Design xy2_rx_multi_flat, sky130hd; sources not shown.
Figure 1. Pin placement (run 1).
Pins as bars across the die edge, other pins in grey.
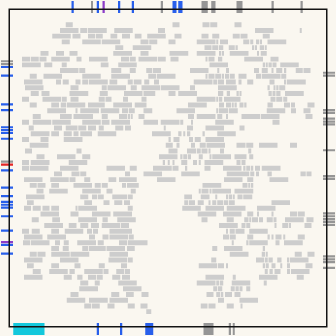
[bus_status_word] cyan | pins: 16 | direction: input | edge: south
[bus_sp_valid] purple | pins: 2 | direction: output | edge: 1 west, 1 north
[bus_xy_sync] red | pins: 1 | direction: input | edge: west
[bus_setpoint] blue | pins: 32 | direction: output | edge: 18 west, 8 north, 6 south
# port buffers: 74
die extent in x: 150 µm
Vert. Die Dim: 150 µm

Figure 2. Signal wires by layer (run 1).
Only two layers are drawn.
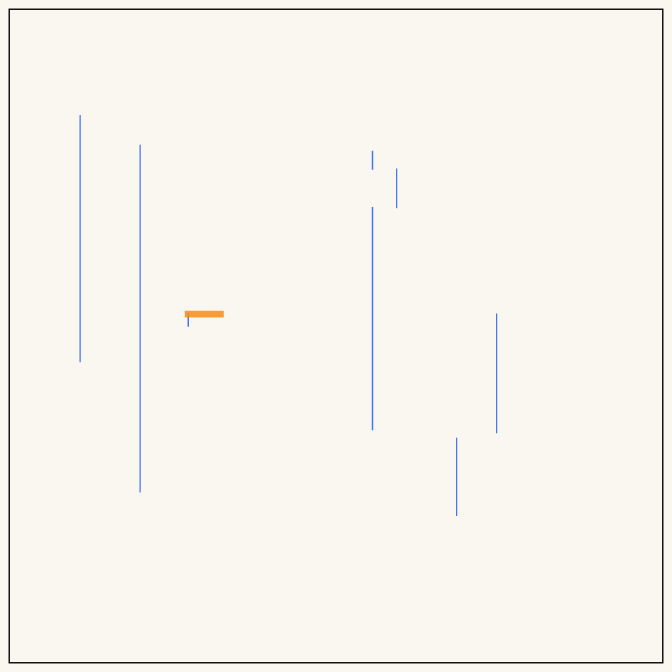
[metal 5] orange | wire length: 7.40 µm
[metal 4] blue | wire length: 248 µm
post-detailed-route wirelength per cell: 13.5 µm
overall routed net length: 11,700 µm
Vias: 3,834
gr usage total: 11.1%

Figure 3. Register map, names as in the netlist (run 1).
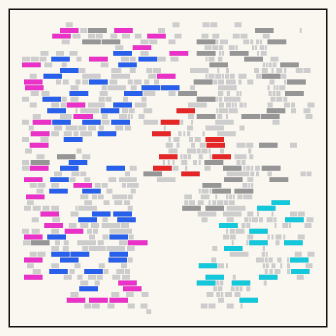
[u_core.idle_cnt] red | flops: 9 | where: centre
[u_core.shreg] blue | flops: 40 | where: a column on the left
[u_core.bus.frame_err_cnt] cyan | flops: 16 | where: south-east
[u_core.bus.setpoint] magenta | flops: 32
not coloured: 36
Core Util, Final: 40.9%
register area: 3330 µm²
Seq area share: 42.1%

==> reports/metrics.cfg, run 1 <==
[synthesis]
ys_cells = 464
ys_area_um2 = 5860
fp_nets = 496
synth_top_area_share_pct = 55.9
netlist_area_um2 = 5860
yosysSeqAreaShare_pct = 56.8
flop_cell = dfrtp_1
synth.avg_cell_area_um2 = 12.6
yosysUniqueCellTypes = 41
yosysTopAreaCell = dfrtp_1
yosysWarnings = 0
yosys_register_bits = 133

[final_layout]
syn_to_final_growth_pct = 35.0
lay_top_cells = dfrtp_1, mux2_2, clkdlybuf4s50_1
largest_reg_flops = 40
fin_area_um2 = 7910
diodes = 0
layout.nets = 622
mostFrequentLayoutCell = dfrtp_1

[pwr]
p_leak_nw = 3.65
ir_drop_mv = 0.345
pwr_density_cell_nw_per_um2 = 664
fin_total_pwr_w = 0.00526

[clock_tree]
clock_latency_ns = 0.41
numClockSinks = 133
cts.clk_slew.worst_paths_ns = 0.06
cts_buffers = 17
cts_htree_levels = 4
cts_tree = done

[critical_path]
crit_type = reg -> reg
crit_path_end_kind = flip-flop
worstSetupStartpointType = flip-flop
reg2reg_slack_ns = 0.11
critical_path_required_ns = 3.90
crit_arrival_ns = 3.79

[final_timing]
skew_ns = 0.0104
setup_viol = 0
drv_slew = 0
whs_ns = 0.314
fin_ws_ns = 0.115
fin_crit_sh_pct = 96.8
setup_tns_ns = 0
fmax_mhz = 287
worstMarginPinSlew_ns = 0.986
final_hold_viol_count = 0

[floorplanning]
coreArea_um2 = 19300
fp_util_pct = 30.3
row_count = 51
dieArea_um2 = 22400

[routing]
ant_nets = 0
first_iter_violations = 99
drc = 0
via_per_inst = 4.42

[place]
dp_cells = 831
dpl_worst_slack_ns = -0.220
placed_cell_area_um2 = 7190
place_hpwl_um = 7830

[min_path]
hp-class = in -> async

[flow_run]
tool_warnings = 44
cap_violations = 0

[status]
status = complete, no violations

[grt]
grt_pass1_vias = 4130
grt_max_degree = 74
antenna_found_initial = 1

[run 1: cell families (layout without fill, tap and decap cells)]
family	Yosys count	count (layout)	synth area share, %
AOI/OAI and AO/OA	24	24	2.52
xor gates and xnor gates	65	65	10.2
adders and majority gates	10	10	2.26
buffers and inverters	21	159	1.67
DFF	133	133	56.8
muxes	77	77	14.7
other	1	1	0.0640
and+or+nand+nor	133	133	11.7
[run 1: critical path, cell delays in order (launching register included)]
cell	delay, ns
dfrtp_1	0.42
xnor2_2	0.22
xnor2_2	0.14
xnor3_1	0.46
xnor2_2	0.19
or2_4	0.15
inv_1	0.06
ha_4	0.27
ha_4	0.12
inv_1	0.04
fa_2	0.33
and3b_1	0.25
and3_4	0.22
nand2_4	0.07
or2_4	0.25
o22a_1	0.20
[run 1: layout make-up]
| type | instances | area [µm²] |
|---|---|---|
| clock buffer | 21 | 460 |
| multi-input combinational | 310 | 2550 |
| tap | 265 | 332 |
| timing repair buffer | 118 | 1080 |
| inverter | 10 | 37.5 |
| fill | 1881 | 11400 |
| clock inverter | 10 | 126 |
| sequential | 133 | 3330 |
[run 1: cell usage after synthesis (all sizes together), types with 7 or more instances]
library cell / count
nand3: 14
and3: 11
mux2: 73
xor2: 17
a21oi: 10
nand2: 34
inv: 10
dfrtp: 131
xnor2: 46
ha: 9
clkbuf: 7
nor2b: 7
nor2: 32
nand4: 12
[run 1: report_power, final]
part	switching (W)	internal, W	leakage (nW)
clock network	0.000658	0.00106	0.276
logic	0.000835	0.000833	1.60
registers	0.000192	0.00168	1.78
total	0.00168	0.00357	3.65
[run 1: layer usage]
layer	vias up	global-route usage [%]	wire, µm
met4	2	5.12	247
met2	65	17.6	5440
met5	-	0	7
met1	1902	14.1	5480
li1	1845	-	-
met3	20	3.12	519
==> run 2: changes to the inputs <==
--- a/config.mk
+++ b/config.mk
@@ -9,6 +9,7 @@
 export CAP_MARGIN = 10
 export CORE_MARGIN = 5
 export CORE_UTILIZATION = 30
+export CTS_BUF_LIST = sky130_fd_sc_hd__clkbuf_8
 export CTS_CLUSTER_DIAMETER = 50
 export DETAILED_ROUTE_END_ITERATION = 10
 export GPL_ROUTABILITY_DRIVEN = 0
Figure 4. Routing congestion (run 2).
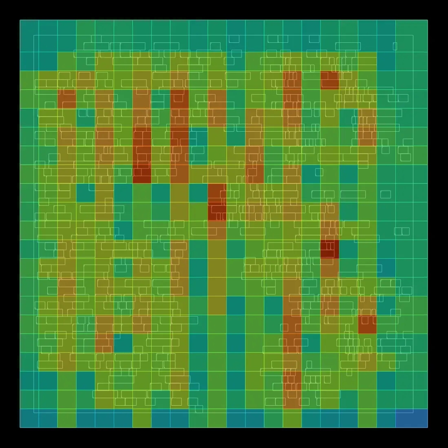
met3 Resource Use GR: 3.76%
post-detailed-route wirelength per cell: 13.4 µm
Core Util, Final: 39.9%

==> reports/metrics.cfg, run 2 <==
[routing]
via_per_inst = 4.42  ; about the same
wl_met2_um = 5370  ; was 5440 µm
first_pass_iters = 4  ; unchanged
ant_nets = 0  ; unchanged
wirelength_met1_um = 5530  ; was 5480 µm
top_layer = met5  ; unchanged
drc = 0  ; unchanged
met3_length_um = 540  ; was 519 µm
first_iter_violations = 122  ; was 99

[pwr]
comb_power_share_pct = 34.8  ; was 31.7%
pwr-share-seq_pct = 39.1  ; was 35.6%
fin_total_pwr_w = 0.00478  ; was 0.00526 W
clkPwrFrac_pct = 26.1  ; was 32.6%
p_leak_nw = 3.57  ; was 3.65 nW
p_sw_w = 0.00162  ; was 0.00168 W
p_int_w = 0.00316  ; was 0.00357 W
ir_drop_mv = 0.283  ; was 0.345 mV
pwr_density_cell_nw_per_um2 = 619  ; was 664 nW/µm²
swShare_pct = 33.9  ; was 32.0%

[place]
placed_cell_area_um2 = 7190  ; unchanged
place_hpwl_um = 7830  ; unchanged
dp_cells = 831  ; unchanged
dpl_worst_slack_ns = -0.220  ; unchanged
portBuffers = 74  ; unchanged

[final_layout]
layout.nets = 622  ; unchanged
syn_to_final_growth_pct = 31.8  ; was 35.0%
drive_gt1_share_pct = 29.1  ; unchanged
mi_logic_area_um2 = 2550  ; unchanged
diodes = 0  ; unchanged
final_cells = 867  ; unchanged
largest_reg_flops = 40  ; unchanged
lay_top_cells = dfrtp_1, mux2_2, clkdlybuf4s50_1  ; unchanged
mostFrequentLayoutCell = dfrtp_1  ; unchanged
seq_area_um2 = 3330  ; unchanged
fin_area_um2 = 7720  ; was 7910 µm²
nFillCells = 1905  ; was 1,881

[clock_tree]
numClockSinks = 133  ; unchanged
cts_htree_levels = 4  ; unchanged
cts_buffers = 17  ; unchanged
clock_latency_ns = 0.44  ; was 0.41 ns
cts_tree = done  ; unchanged
root_buffer = clkbuf_8  ; was clkbuf_16
cts.path.max_buffers = 2  ; unchanged
cts.clk_slew.worst_paths_ns = 0.08  ; was 0.06 ns

[synthesis]
yosys_register_bits = 133  ; unchanged
yosysSeqAreaShare_pct = 56.8  ; unchanged
yosysMostFrequentCell = dfrtp_1  ; unchanged
async_flop_share_pct = 100  ; unchanged
synth.avg_cell_area_um2 = 12.6  ; unchanged
ys_cells = 464  ; unchanged
netlist_area_um2 = 5860  ; unchanged
ys_area_um2 = 5860  ; unchanged
top_cells_by_count = dfrtp_1, mux2_2, xnor2_1, nand2_1, nor2_1  ; unchanged
yosysUniqueCellTypes = 41  ; unchanged
fp_nets = 496  ; unchanged
syn_inst = 464  ; unchanged
synth_top_area_share_pct = 55.9  ; unchanged
yosysTopAreaCell = dfrtp_1  ; unchanged
topCellsByArea = dfrtp_1, mux2_2, xnor2_1  ; unchanged
synth-edff-count = 0  ; unchanged
flop_cell = dfrtp_1  ; unchanged
yosysWarnings = 0  ; unchanged

[final_timing]
whs_ns = 0.290  ; was 0.314 ns
period_minus_slack_ns = 3.48  ; was 3.49 ns
drv_slew = 0  ; unchanged
fin_ws_ns = 0.118  ; was 0.115 ns
fmax_mhz = 287  ; about the same
worstMarginPinSlew_ns = 0.986  ; unchanged
setup_tns_ns = 0  ; unchanged
maxSlewHeadroom_pct = 34.1  ; unchanged
skew_ns = 0.0119  ; was 0.0104 ns
final_hold_viol_count = 0  ; unchanged
fin_crit_sh_pct = 96.7  ; was 96.8%
setup_viol = 0  ; unchanged

[critical_path]
cp.buffers_inverters = 2  ; unchanged
rr_worst_depth = 15  ; unchanged
crit_fanout = 4  ; unchanged
crit_type = reg -> reg  ; unchanged
path_cells = xnor2_2, xnor2_2, xnor3_1, xnor2_2, or2_4, inv_1, ha_4, ha_4, inv_1, fa_2, and3b_1, and3_4, nand2_4, or2_4, o22a_1  ; unchanged
path_common_cell = xnor2_2  ; unchanged
crit_cells = 15  ; unchanged
cp_slowest_stage_delay_ns = 0.46  ; about the same
crit_path_end_kind = flip-flop  ; unchanged
critical_path_required_ns = 3.93  ; was 3.90 ns
reg2reg_slack_ns = 0.12  ; was 0.11 ns
cp_top_family = XOR/XNOR gates  ; unchanged
worstSetupStartpointType = flip-flop  ; unchanged
slowest_stage = xnor3_1  ; unchanged
crit_arrival_ns = 3.81  ; was 3.79 ns

[floorplanning]
coreArea_um2 = 19300  ; unchanged
dieArea_um2 = 22400  ; unchanged
io_pins = 92  ; unchanged
row_count = 51  ; unchanged
die_h_um = 150  ; unchanged
fp_util_pct = 30.3  ; unchanged
chipWidth_um = 150  ; unchanged

[grt]
grt_pass1_vias = 4141  ; was 4,130
grt_max_degree = 74  ; unchanged
grtUsageMet1_pct = 14.2  ; was 14.1%
grt_use_met2_pct = 17.5  ; was 17.6%
grt_usage_pct = 11.1  ; about the same
grt-ovfl-total = 0  ; unchanged
antenna_found_initial = 1  ; unchanged
busiest_layer = met2  ; unchanged
grt_pass1_wl_um = 19900  ; about the same

[flow_run]
tool_warnings = 44  ; unchanged
cap_violations = 0  ; unchanged

[status]
status = complete, no violations  ; unchanged

[min_path]
hp-class = in -> async  ; unchanged

Figure 5. Met3 routing (run 2).
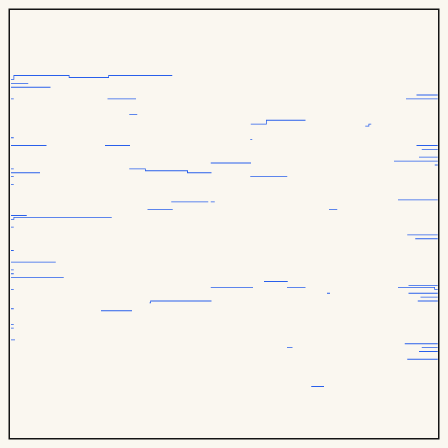
main direction: horizontal
wire length on this layer: 541 µm
nets with wire on the layer: 46
share of all routed wire: 4.7%
overall routed net length: 11,600 µm
Vias: 3,828

==> run 2: cell count changes in the layout (fill, tap and decap cells not counted), sizes merged <==
cell,before,now
clkbuf,21,19
inv,10,12
==> run 2: power by group through the flow <==
stage / Combinational [W] / Sequential [W] / Clock, W
after floorplan: 0.000839 / 0.00212 / 0
after global placement: 0.00159 / 0.00189 / 0
after detailed placement: 0.00160 / 0.00190 / 0
after CTS: 0.00161 / 0.00187 / 0.00130
after global routing: 0.00180 / 0.00190 / 0.00137
final: 0.00166 / 0.00187 / 0.00125
==> run 2: area by class of cell <==
class,instances,area share [%]
sequential,133,43.1
multi-input combinational,310,33.0
timing repair buffer,118,14.0
tap,265,4.29
clock buffer,19,3.39
clock inverter,12,1.73
inverter,10,0.486
==> run 2: worst reg2reg max path: stages (launching register included) <==
cell and delay [ns]:
dfrtp_1 0.42, xnor2_2 0.22, xnor2_2 0.14, xnor3_1 0.46, xnor2_2 0.19, or2_4 0.15, inv_1 0.06, ha_4 0.27
ha_4 0.11, inv_1 0.04, fa_2 0.33, and3b_1 0.25, and3_4 0.22, nand2_4 0.07, or2_4 0.25, o22a_1 0.20
==> run 2: kinds of logic after synthesis <==
kind of cell / count (synthesis) / share of synthesized area, %
adders and majority gates: 10 / 2.26
AOI/OAI and AO/OA: 24 / 2.52
DFF: 133 / 56.8
and+or+nand+nor: 133 / 11.7
other: 1 / 0.0640
muxes: 77 / 14.7
xor gates and xnor gates: 65 / 10.2
buffers and inverters: 21 / 1.67
Power figures rest on the tool's default switching activity, not on a simulated workload.
